Figure 1. Register map, names as in the netlist.
Other sequential cells in the stronger grey, the rest of the logic in the fainter grey.
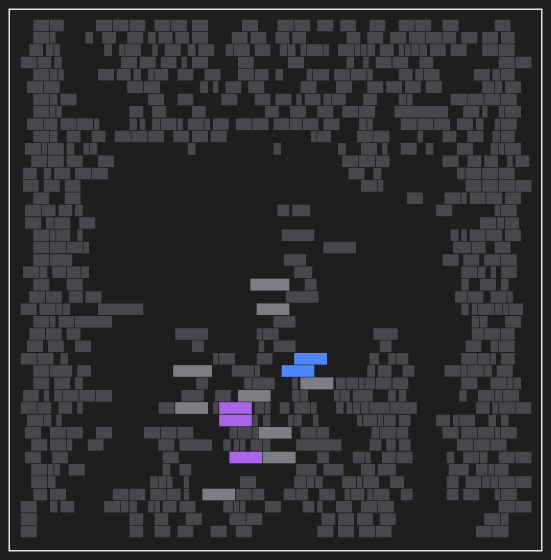
Figure 2. Placement by cell class.
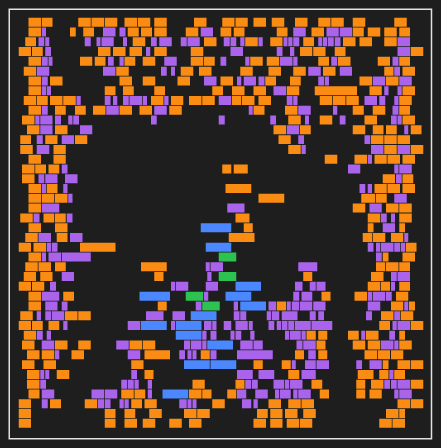
File: config.mk
export PLATFORM = sky130hd
export DESIGN_NAME = ahb_bus_arbiter_flat
export DESIGN_NICKNAME = d
export VERILOG_FILES = /design/src/rtl/ahb_bus_arbiter_if.sv /design/src/rtl/ahb_bus_arbiter.sv /design/src/flat_wrapper.sv
export SDC_FILE = /design/constraint.sdc
export NUM_CORES = 1
export LEC_CHECK = 0
export CAP_MARGIN = 40
export CORE_AREA = 2 2 115 117
export CTS_BUF_LIST = sky130_fd_sc_hd__clkbuf_4 sky130_fd_sc_hd__clkbuf_8
export DETAILED_ROUTE_END_ITERATION = 12
export DIE_AREA = 0 0 117 119
export PLACE_DENSITY = 0.58
export SYNTH_ARGS = -nofsm -noshare
export SYNTH_HDL_FRONTEND = slang
export SYNTH_SLANG_ARGS = --single-unit
File: constraint.sdc
create_clock -name HCLK -period 1.98 [get_ports HCLK]
set_input_delay 0.396 -clock HCLK [delete_from_list [all_inputs] [get_ports HCLK]]
set_output_delay 0.396 -clock HCLK [all_outputs]
set_load 0.01 [all_outputs]
File: src/rtl/ahb_bus_arbiter_if.sv
// Bus bundle between the AHB masters and the shared bridge slave port.
// The slave modport is the arbiter's view; the master modport is the
// requesting side (masters plus the bridge's HREADYout).
interface ahb_bus_arbiter_if #(
    parameter int NUM_MST = 3,
    parameter int MW      = 2
);
    logic [NUM_MST-1:0]    HBUSREQ;
    logic [NUM_MST-1:0]    HLOCK;
    logic [2*NUM_MST-1:0]  HTRANS_M;
    logic [32*NUM_MST-1:0] HADDR_M;
    logic [NUM_MST-1:0]    HWRITE_M;
    logic [3*NUM_MST-1:0]  HSIZE_M;
    logic [32*NUM_MST-1:0] HWDATA_M;
    logic                  HREADY;

    logic [NUM_MST-1:0]    HGRANT;
    logic [MW-1:0]         HMASTER;
    logic                  HMASTLOCK;
    logic [31:0]           HADDR;
    logic [1:0]            HTRANS;
    logic                  HWRITE;
    logic [2:0]            HSIZE;
    logic [31:0]           HWDATA;

    modport slave (
        input  HBUSREQ, HLOCK, HTRANS_M, HADDR_M, HWRITE_M, HSIZE_M, HWDATA_M, HREADY,
        output HGRANT, HMASTER, HMASTLOCK, HADDR, HTRANS, HWRITE, HSIZE, HWDATA
    );

    modport master (
        output HBUSREQ, HLOCK, HTRANS_M, HADDR_M, HWRITE_M, HSIZE_M, HWDATA_M, HREADY,
        input  HGRANT, HMASTER, HMASTLOCK, HADDR, HTRANS, HWRITE, HSIZE, HWDATA
    );
endinterface

File: src/rtl/ahb_bus_arbiter.sv
// Round-robin AHB arbiter sharing one bridge slave port among NUM_MST
// masters. Bursts and locked sequences are never broken; the granted
// master's address/control is muxed by HMASTER and its write data by the
// data-phase owner one cycle later.
module ahb_bus_arbiter #(
    parameter int NUM_MST = 3,
    parameter int MW      = 2,
    parameter int DEF_MST = 0
) (
    input logic              HCLK,
    input logic              HRESET,
    ahb_bus_arbiter_if.slave bus
);

    localparam logic [1:0] HT_IDLE   = 2'b00;
    localparam logic [1:0] HT_NONSEQ = 2'b10;

    typedef enum logic [1:0] {PARK, OWN, LOCK} state_t;

    state_t             state;
    logic [NUM_MST-1:0] grant;
    logic [MW-1:0]      gnt_idx;
    logic [MW-1:0]      hmaster;
    logic [MW-1:0]      downer;
    logic [MW-1:0]      last;
    logic               mastlock;

    logic [1:0]         own_trans;
    logic               own_req;
    logic [31:0]        mux_addr;
    logic               mux_write;
    logic [2:0]         mux_size;
    logic [31:0]        mux_wdata;
    logic [1:0]         gnt_trans;
    logic               gnt_lock;

    logic               found;
    logic [MW-1:0]      winner;
    logic               win_lock;
    logic [MW-1:0]      cand;
    logic               rearb;

    function automatic logic [NUM_MST-1:0] onehot(input logic [MW-1:0] idx);
        logic [NUM_MST-1:0] v;
        v = '0;
        for (int unsigned i = 0; i < NUM_MST; i++) begin
            v[i] = (idx == MW'(i));
        end
        return v;
    endfunction

    // Select owner, grantee and data-phase signals; an index with no master decodes to IDLE/zero.
    always_comb begin
        own_trans = HT_IDLE;
        own_req   = 1'b0;
        mux_addr  = '0;
        mux_write = 1'b0;
        mux_size  = '0;
        mux_wdata = '0;
        gnt_trans = HT_IDLE;
        gnt_lock  = 1'b0;
        for (int unsigned i = 0; i < NUM_MST; i++) begin
            if (hmaster == MW'(i)) begin
                own_trans = bus.HTRANS_M[2*i +: 2];
                own_req   = bus.HBUSREQ[i];
                mux_addr  = bus.HADDR_M[32*i +: 32];
                mux_write = bus.HWRITE_M[i];
                mux_size  = bus.HSIZE_M[3*i +: 3];
            end
            if (gnt_idx == MW'(i)) begin
                gnt_trans = bus.HTRANS_M[2*i +: 2];
                gnt_lock  = bus.HLOCK[i];
            end
            if (downer == MW'(i)) begin
                mux_wdata = bus.HWDATA_M[32*i +: 32];
            end
        end
    end

    // Round-robin search: first requester after the last winner, wrapping.
    always_comb begin
        found    = 1'b0;
        winner   = MW'(DEF_MST);
        win_lock = 1'b0;
        cand     = last;
        for (int unsigned k = 0; k < NUM_MST; k++) begin
            cand = (cand >= MW'(NUM_MST - 1)) ? '0 : cand + 1'b1;
            for (int unsigned i = 0; i < NUM_MST; i++) begin
                if (!found && (cand == MW'(i)) && bus.HBUSREQ[i]) begin
                    found    = 1'b1;
                    winner   = cand;
                    win_lock = bus.HLOCK[i];
                end
            end
        end
    end

    // Arbitration point: locked grantee idle with lock dropped, or owner's burst finished.
    always_comb begin
        if (state == LOCK) begin
            rearb = !gnt_lock && (gnt_trans == HT_IDLE);
        end else begin
            rearb = (own_trans == HT_IDLE) || ((own_trans == HT_NONSEQ) && !own_req);
        end
    end

    // Grant FSM and ownership pipeline; everything holds while the bridge inserts waits.
    always_ff @(posedge HCLK) begin
        if (HRESET) begin
            state    <= PARK;
            gnt_idx  <= MW'(DEF_MST);
            grant    <= onehot(MW'(DEF_MST));
            hmaster  <= MW'(DEF_MST);
            downer   <= MW'(DEF_MST);
            last     <= MW'(DEF_MST);
            mastlock <= 1'b0;
        end else if (bus.HREADY) begin
            downer   <= hmaster;
            hmaster  <= gnt_idx;
            mastlock <= gnt_lock;
            if (rearb) begin
                if (found) begin
                    gnt_idx <= winner;
                    grant   <= onehot(winner);
                    last    <= winner;
                    state   <= win_lock ? LOCK : OWN;
                end else begin
                    gnt_idx <= MW'(DEF_MST);
                    grant   <= onehot(MW'(DEF_MST));
                    state   <= PARK;
                end
            end
        end
    end

    assign bus.HGRANT    = grant;
    assign bus.HMASTER   = hmaster;
    assign bus.HMASTLOCK = mastlock;
    assign bus.HADDR     = mux_addr;
    assign bus.HTRANS    = own_trans;
    assign bus.HWRITE    = mux_write;
    assign bus.HSIZE     = mux_size;
    assign bus.HWDATA    = mux_wdata;

endmodule
File: src/flat_wrapper.sv
// flat-port wrapper written by rule: the top's interface ports become plain ports
module ahb_bus_arbiter_flat 
#(
    parameter int NUM_MST = 3,
    parameter int MW      = 2,
    parameter int DEF_MST = 0
)
  (HCLK, HRESET, bus_HBUSREQ, bus_HLOCK, bus_HTRANS_M, bus_HADDR_M, bus_HWRITE_M, bus_HSIZE_M, bus_HWDATA_M, bus_HREADY, bus_HGRANT, bus_HMASTER, bus_HMASTLOCK, bus_HADDR, bus_HTRANS, bus_HWRITE, bus_HSIZE, bus_HWDATA);
  ahb_bus_arbiter_if #(.NUM_MST(NUM_MST), .MW(MW)) bus_i ();
  input logic HCLK;
  input logic HRESET;
  input wire logic [$bits(bus_i.HBUSREQ)-1:0] bus_HBUSREQ;
  input wire logic [$bits(bus_i.HLOCK)-1:0] bus_HLOCK;
  input wire logic [$bits(bus_i.HTRANS_M)-1:0] bus_HTRANS_M;
  input wire logic [$bits(bus_i.HADDR_M)-1:0] bus_HADDR_M;
  input wire logic [$bits(bus_i.HWRITE_M)-1:0] bus_HWRITE_M;
  input wire logic [$bits(bus_i.HSIZE_M)-1:0] bus_HSIZE_M;
  input wire logic [$bits(bus_i.HWDATA_M)-1:0] bus_HWDATA_M;
  input wire logic [$bits(bus_i.HREADY)-1:0] bus_HREADY;
  output wire logic [$bits(bus_i.HGRANT)-1:0] bus_HGRANT;
  output wire logic [$bits(bus_i.HMASTER)-1:0] bus_HMASTER;
  output wire logic [$bits(bus_i.HMASTLOCK)-1:0] bus_HMASTLOCK;
  output wire logic [$bits(bus_i.HADDR)-1:0] bus_HADDR;
  output wire logic [$bits(bus_i.HTRANS)-1:0] bus_HTRANS;
  output wire logic [$bits(bus_i.HWRITE)-1:0] bus_HWRITE;
  output wire logic [$bits(bus_i.HSIZE)-1:0] bus_HSIZE;
  output wire logic [$bits(bus_i.HWDATA)-1:0] bus_HWDATA;
  assign bus_i.HBUSREQ = bus_HBUSREQ;
  assign bus_i.HLOCK = bus_HLOCK;
  assign bus_i.HTRANS_M = bus_HTRANS_M;
  assign bus_i.HADDR_M = bus_HADDR_M;
  assign bus_i.HWRITE_M = bus_HWRITE_M;
  assign bus_i.HSIZE_M = bus_HSIZE_M;
  assign bus_i.HWDATA_M = bus_HWDATA_M;
  assign bus_i.HREADY = bus_HREADY;
  assign bus_HGRANT = bus_i.HGRANT;
  assign bus_HMASTER = bus_i.HMASTER;
  assign bus_HMASTLOCK = bus_i.HMASTLOCK;
  assign bus_HADDR = bus_i.HADDR;
  assign bus_HTRANS = bus_i.HTRANS;
  assign bus_HWRITE = bus_i.HWRITE;
  assign bus_HSIZE = bus_i.HSIZE;
  assign bus_HWDATA = bus_i.HWDATA;
  ahb_bus_arbiter #(.NUM_MST(NUM_MST), .MW(MW), .DEF_MST(DEF_MST)) u_core (.HCLK(HCLK), .HRESET(HRESET), .bus(bus_i));
endmodule
==> ci_impl_report.md <==
## Synthesis and layout report

| Metric | Value |
|---|---|
| Required time of the critical path | `1.58 ns` |
| Cell with the most instances after synthesis | `sky130_fd_sc_hd__mux2i_1` |
| Syn_area_per_cell | `6.80 sq um` |
| Root buffer cell | `sky130_fd_sc_hd__clkbuf_8` |
| DR vias | `3598` |
| Depth of the CTS H-tree | `1` |
| Most instantiated logic cell after routing | `sky130_fd_sc_hd__clkdlybuf4s50_1` |
| Switch share | `28.0%` |
| End of the worst register-to-register path | `u_core.bus.HGRANT[0]` |
| Router iterations before antenna repair | `4` |
| Register-to-register setup slack | `0.18 ns` |
| Internal power consumption | `1.08 mW` |
| Outcome | `complete, no violations` |
| Ratio of cells with drive above 1 in the final layout | `10.6%` |
| Max Freq | `528 MHz` |
| Endpoint of the worst hold path | `u_core.bus.HGRANT[0]` |
| Class of the worst hold path | `reg2reg` |
| Sequential share of the synthesized area | `12.3%` |
| Slew Limit Fails | `0` |
| Clock buffer count from CTS | `3` |
| Routed wire length per instance | `15.0 um` |
| Combinational Power Share | `61.5%` |
| Critical path class | `in2out` |
## Picture notes: Figure 1
[u_core.bus.HGRANT] purple | placed flops: 3
[u_core.state] blue | placed flops: 2
not coloured: 9
Seq area share: 5.06%
Seq. pwr: 0.306 mW
Layout Utilization: 44.2%
area used by sequential logic in the layout: 288 sq um

## Picture notes: Figure 2
[clock drivers and dummy loads] green | cells: 4
[flip-flops] blue | cells: 14
[other buffers and delay cells] orange | cells: 332
[all other logic] purple | cells: 289
number of cell rows: 42
cell area after layout: 5690 sq um
core region area: 12900 sq um

## cell families (layout without fill, tap and decap cells)
logic type / count (synthesis) / count (layout) / synth area share (%)
multiplexers: 79 / 79 / 34.8
flip-flops: 14 / 14 / 12.3
AND-OR/OR-AND: 97 / 97 / 24.9
buffers and inverters: 36 / 341 / 7.60
AND/OR/NAND/NOR: 108 / 108 / 20.4
## layer usage
metal	vias to the layer above	track usage, %	wire [um]
met5	-	0	0
met4	0	2.21	99
met3	6	2.24	1120
met2	188	32.1	6290
met1	1608	17.9	4710
li1	1796	-	-
## state kept, by name, indices dropped and copies added, names as in the netlist
signal / cells
u_core.last: 2
u_core.downer: 2
u_core.bus.HMASTER: 2
u_core.gnt_idx: 2
u_core.state: 2
u_core.bus.HMASTLOCK: 1
u_core.bus.HGRANT: 3
## critical path, cell delays in order
cell	delay (ns)
sky130_fd_sc_hd__clkdlybuf4s50_1	0.45
sky130_fd_sc_hd__mux2i_1	0.14
sky130_fd_sc_hd__nor2_1	0.06
sky130_fd_sc_hd__a21oi_2	0.14
sky130_fd_sc_hd__inv_1	0.05
sky130_fd_sc_hd__dlygate4sd2_1	0.27
## final cells by class
class	instances	area, sq um	share of cell area (%)
Clock buffer	4	55.1	0.968
Sequential cell	14	288	5.06
Multi-Input combinational cell	284	1870	32.9
Tap cell	176	220	3.87
Inverter	5	21.3	0.374
Timing Repair Buffer	332	3230	56.8
## worst max path at each step
stage	from	slack, ns	end
after floorplan	u_core.bus.HMASTER[0]	0.12	bus_HADDR[15]
after global placement	bus_HBUSREQ[1]	-0.31	u_core.state[0]
after detailed placement	bus_HBUSREQ[1]	-0.33	u_core.state[0]
after CTS	u_core.bus.HMASTER[0]	-0.02	bus_HADDR[12]
after global routing	bus_HLOCK[0]	-0.02	u_core.state[0]
final	bus_HTRANS_M[0]	0.09	bus_HTRANS[0]
## stage by stage
stage	hold WS (ns)	cell area, sq um	power [mW]
CTS	0.478	5710	1.52
finish	0.476	5690	1.50
global placement	0.457	5570	1.28
global route	0.498	5690	1.60
detailed placement	0.469	5570	1.29
floorplan	0.464	2270	0.580
## power by group through the flow
stage	Sequential (mW)	Clock, mW	Combinational [mW]
2_1_floorplan	0.313	0	0.268
3_3_place_gp	0.312	0	0.973
3_5_place_dp	0.313	0	0.978
4_1_cts	0.305	0.282	0.934
5_1_grt	0.307	0.295	0.993
6_report	0.306	0.273	0.925
## repair_timing
item | CTS | global route
cloned | 2 | 0
gates resized | 100 | 16
endpoints found under the setup margin | 71 | 15
pin swaps | 0 | 2
hold buffers | 0 | 0
buffers inserted | 5 | 1
Power and IR drop assume default switching activity.
